### config.mk
export PLATFORM = sky130hd
export DESIGN_NAME = uart_transmitter
export DESIGN_NICKNAME = d
export VERILOG_FILES = /design/src/rtl/uart_pkg.sv /design/src/rtl/tx_piso.sv /design/src/rtl/uart_transmitter.sv
export SDC_FILE = /design/constraint.sdc
export NUM_CORES = 1
export LEC_CHECK = 0
export ABC_AREA = 1
export CAP_MARGIN = 25
export CORE_MARGIN = 8
export CORE_UTILIZATION = 39
export DETAILED_ROUTE_END_ITERATION = 8
export HOLD_SLACK_MARGIN = 0.08
export SYNTH_ARGS = -nofsm -noshare
export SYNTH_HDL_FRONTEND = slang
export SYNTH_SLANG_ARGS = --single-unit
export TNS_END_PERCENT = 1
### constraint.sdc
create_clock -name Baud_Clk -period 3.7 [get_ports Baud_Clk]
set_input_delay 0.555 -clock Baud_Clk [delete_from_list [all_inputs] [get_ports Baud_Clk]]
set_output_delay 0.555 -clock Baud_Clk [all_outputs]
set_load 0.03 [all_outputs]
### src/rtl/uart_pkg.sv
// Shared UART definitions for the transmit and receive paths: state encoding,
// line levels and the default word width.
package uart_pkg;
    localparam int   DEFAULT_DATA_W = 32;
    localparam logic START_BIT      = 1'b0;
    localparam logic STOP_BIT       = 1'b1;

    typedef enum logic [2:0] {
        IDLE,
        START,
        DATA,
        PARITY,
        STOP
    } uart_state_t;
endpackage

### src/rtl/tx_piso.sv
// Parallel-in serial-out register: loads a word, shifts right, presents bit 0.
// This is the mirror of the receiver's SIPO.
module tx_piso #(
    parameter int DATA_W = 32
) (
    input  logic              clk,
    input  logic              rst,
    input  logic              load,
    input  logic              shift,
    input  logic [DATA_W-1:0] word,
    output logic              lsb
);
    logic [DATA_W-1:0] shreg;

    always_ff @(posedge clk or posedge rst) begin
        if (rst)        shreg <= '0;
        else if (load)  shreg <= word;
        else if (shift) shreg <= {1'b0, shreg[DATA_W-1:1]};
    end

    assign lsb = shreg[0];
endmodule

### src/rtl/uart_transmitter.sv
// UART frame serialiser: start, DATA_W bits LSB-first, parity, stop, one bit per
// Baud_Clk. All outputs are registered.
import uart_pkg::*;

module uart_transmitter #(
    parameter int DATA_W     = DEFAULT_DATA_W,
    parameter bit PARITY_ODD = 1'b0
) (
    input  logic              Baud_Clk,
    input  logic              Reset,
    input  logic              Tx_Start,
    input  logic [DATA_W-1:0] Tx_DataIn,
    output logic              Tx_Out,
    output logic              Tx_Busy,
    output logic              Tx_Done
);
    localparam int              CNT_W    = $clog2(DATA_W);
    localparam logic [CNT_W-1:0] LAST_BIT = CNT_W'(DATA_W - 1);

    uart_state_t      state;
    logic [CNT_W-1:0] bit_cnt;
    logic             par_bit;
    logic             piso_lsb;
    logic             accept;
    logic             shift;

    assign accept = Tx_Start && (state == IDLE || state == STOP);
    assign shift  = (state == START) || (state == DATA && bit_cnt != LAST_BIT);

    tx_piso #(.DATA_W(DATA_W)) u_piso (
        .clk   (Baud_Clk),
        .rst   (Reset),
        .load  (accept),
        .shift (shift),
        .word  (Tx_DataIn),
        .lsb   (piso_lsb)
    );

    // Parity accumulates over the bits actually shifted out of the latched
    // copy, so live Tx_DataIn can never disturb it.
    always_ff @(posedge Baud_Clk or posedge Reset) begin
        if (Reset) begin
            state   <= IDLE;
            Tx_Out  <= STOP_BIT;
            Tx_Busy <= 1'b0;
            Tx_Done <= 1'b0;
            bit_cnt <= '0;
            par_bit <= 1'b0;
        end else begin
            Tx_Done <= 1'b0;
            case (state)
                IDLE, STOP: begin
                    if (accept) begin
                        state   <= START;
                        Tx_Out  <= START_BIT;
                        Tx_Busy <= 1'b1;
                        par_bit <= PARITY_ODD;
                    end else begin
                        state   <= IDLE;
                        Tx_Out  <= STOP_BIT;
                        Tx_Busy <= 1'b0;
                    end
                end
                START: begin
                    state   <= DATA;
                    Tx_Out  <= piso_lsb;
                    par_bit <= par_bit ^ piso_lsb;
                    bit_cnt <= '0;
                end
                DATA: begin
                    if (bit_cnt == LAST_BIT) begin
                        state  <= PARITY;
                        Tx_Out <= par_bit;
                    end else begin
                        Tx_Out  <= piso_lsb;
                        par_bit <= par_bit ^ piso_lsb;
                        bit_cnt <= bit_cnt + 1'b1;
                    end
                end
                PARITY: begin
                    state   <= STOP;
                    Tx_Out  <= STOP_BIT;
                    Tx_Done <= 1'b1;
                end
                default: begin
                    state   <= IDLE;
                    Tx_Out  <= STOP_BIT;
                    Tx_Busy <= 1'b0;
                end
            endcase
        end
    end
endmodule

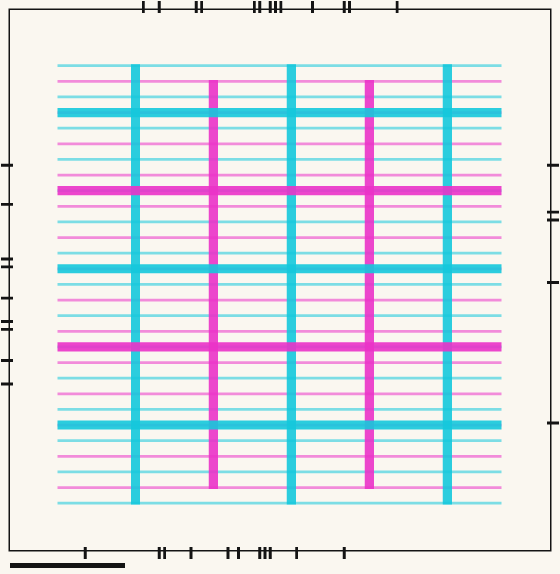
**Above:** power grid.
Bar = 20 um. Pins as bars on the die edge.
- VSS: cyan
- VDD: magenta
- met1 rails: 29
- met4 straps: 5
- met5 straps: 5
- signal pins: 38
- rows: 28
core area: 5890 um2
Peak supply drop: 0.000419 V
die height: 94.0 um

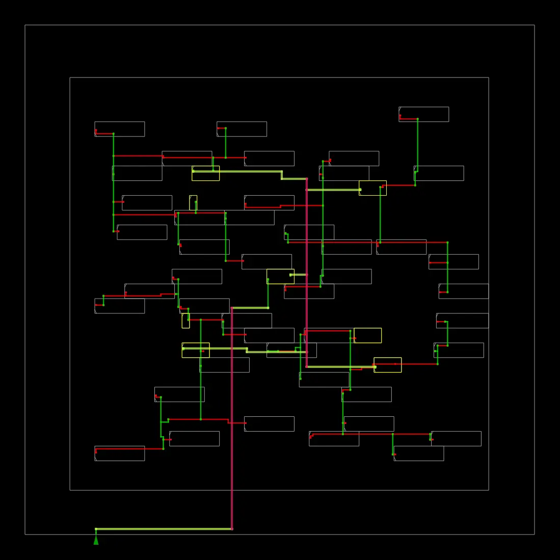
**Above:** the clock network.
Insertion Delay late pin: 0.30 ns
flop count: 44
CLK BUF: 8

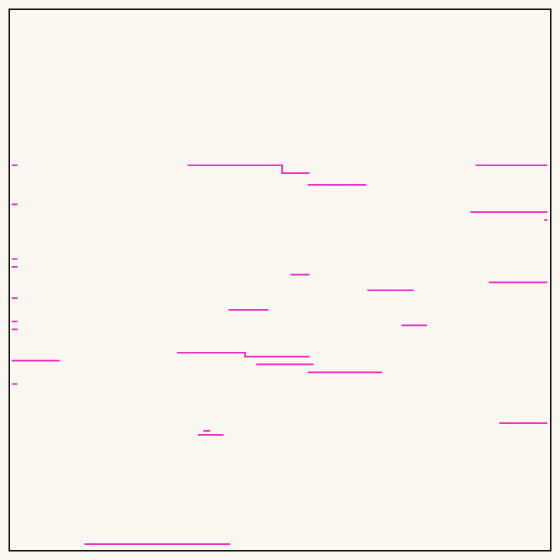
**Above:** metal 3.
- main direction: horizontal
- share of all routed wire: 3.6%
- longest straight run: 25.1 um
- nets with wire on the layer: 21
- wire length on this layer: 187 um
final WL: 5.20 mm
met3 Track Usage GR: 3.60%
via count: 2047

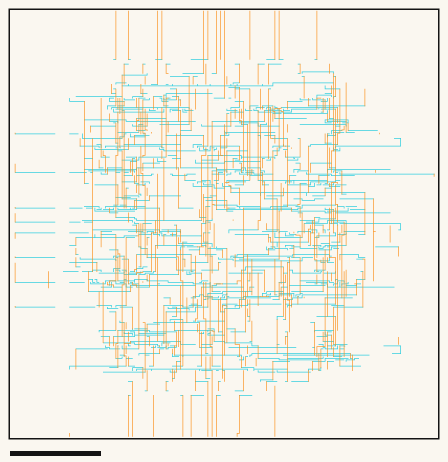
**Above:** routed metal, one colour a layer.
Bar = 20 um. Two of the layers only.
- M1: cyan (wire length 2570 um)
- M2: orange (wire length 2370 um)

==> out/qor.yml <==
run_status:
  status: "finished, final reports clean"
worst_setup_path:
  r2r_slack_ns: 1.14
  crit_family: "simple AND/OR/NAND/NOR gates"
  slowest_stage: "nand3_2"
  critPathBufInv: 2
  crit_path_frequent_cell: "nand2_1"
  r2r_start: "bit_cnt[0]$_DFFE_PP0P_"
  path_depth: 10
  required_ns: 3.89
  crit_chain: "ha_1, nand2_1, nor2_1, ha_1, inv_1, nand4_4, buf_4, nand3_2, nand2_1, nand2_1"
  path_max_fanout: 40
clock_tree:
  cts_root_buf: "clkbuf_8"
  cts_inserted_buffers: 5
  ctsLongestPathBuffers: 2
  cts_hold_buffers: 0
power:
  dominant_power_group: "combinational logic"
  power_frac_comb_pct: 44.8
layout:
  drive_above_1_share_pct: 5.59
  regMostFlops: "u_piso.shreg"
  largest_reg_flops: 32
  finalNetCount: 376
  lay_top_cells: "nand2_1 (176), dfrtp_1 (43), clkdlybuf4s50_1 (37), nand4_1 (34), nand3_1 (13)"
  final_common_cell: "nand2_1"
placement:
  post-place-ws_ns: 1.14
  hpwl_mm: 3.17
synth:
  synth_cell_types: 19
  ys_seq_elements: 44
  ys_seq_share_pct: 46.4
  syn_inst: 313
  ys_warn_count: 0
  avgSynthCellArea_um2: 7.58
hold_path:
  hold_class: "flop to flop"
  hold_path_depth: 2
timing:
  slew_headroom_pct: 38.5
  rsz0062_at_grt: "no"
floorplan:
  io_pins: 38
global_route:
  grt_usage_pct: 12.4
  grt_overflow: 0
  gr-usage-met2_pct: 19.3
routing:
  post-route-drc-count: 0
  top_layer: "met4"
  ant_nets: 0
  wl_met2_mm: 2.37
final cells by class:
type / count / area share, %
inverters: 9 / 1.22
well taps: 75 / 3.38
multi-input cells: 239 / 38.3
flip-flops and latches: 44 / 39.7
repair buffers: 40 / 14.1
clock buffers: 8 / 3.24
synth_stat cells, types with 2 or more instances:
cell        n  area, um2
nand3_1    13       65.1
nand3_2     2       20.0
buf_4       3       22.5
nand2_1   176        661
ha_1        2       25.0
dfrtp_1    43       1080
nor3_1      3       15.0
inv_2       3       11.3
nor2_1      5       18.8
buf_6      10        113
nand4_1    34        213
inv_1       6       22.5
clkbuf_1    2       7.51
buf_2       6       30.0
metrics by stage:
stage	cell area, um2	std cells
after floorplan	2370	313
after global placement	2690	407
after detailed placement	2690	407
after CTS	2780	415
after global routing	2780	415
final	2780	415
No activity file was given, so power comes from the tool's default toggle rates.
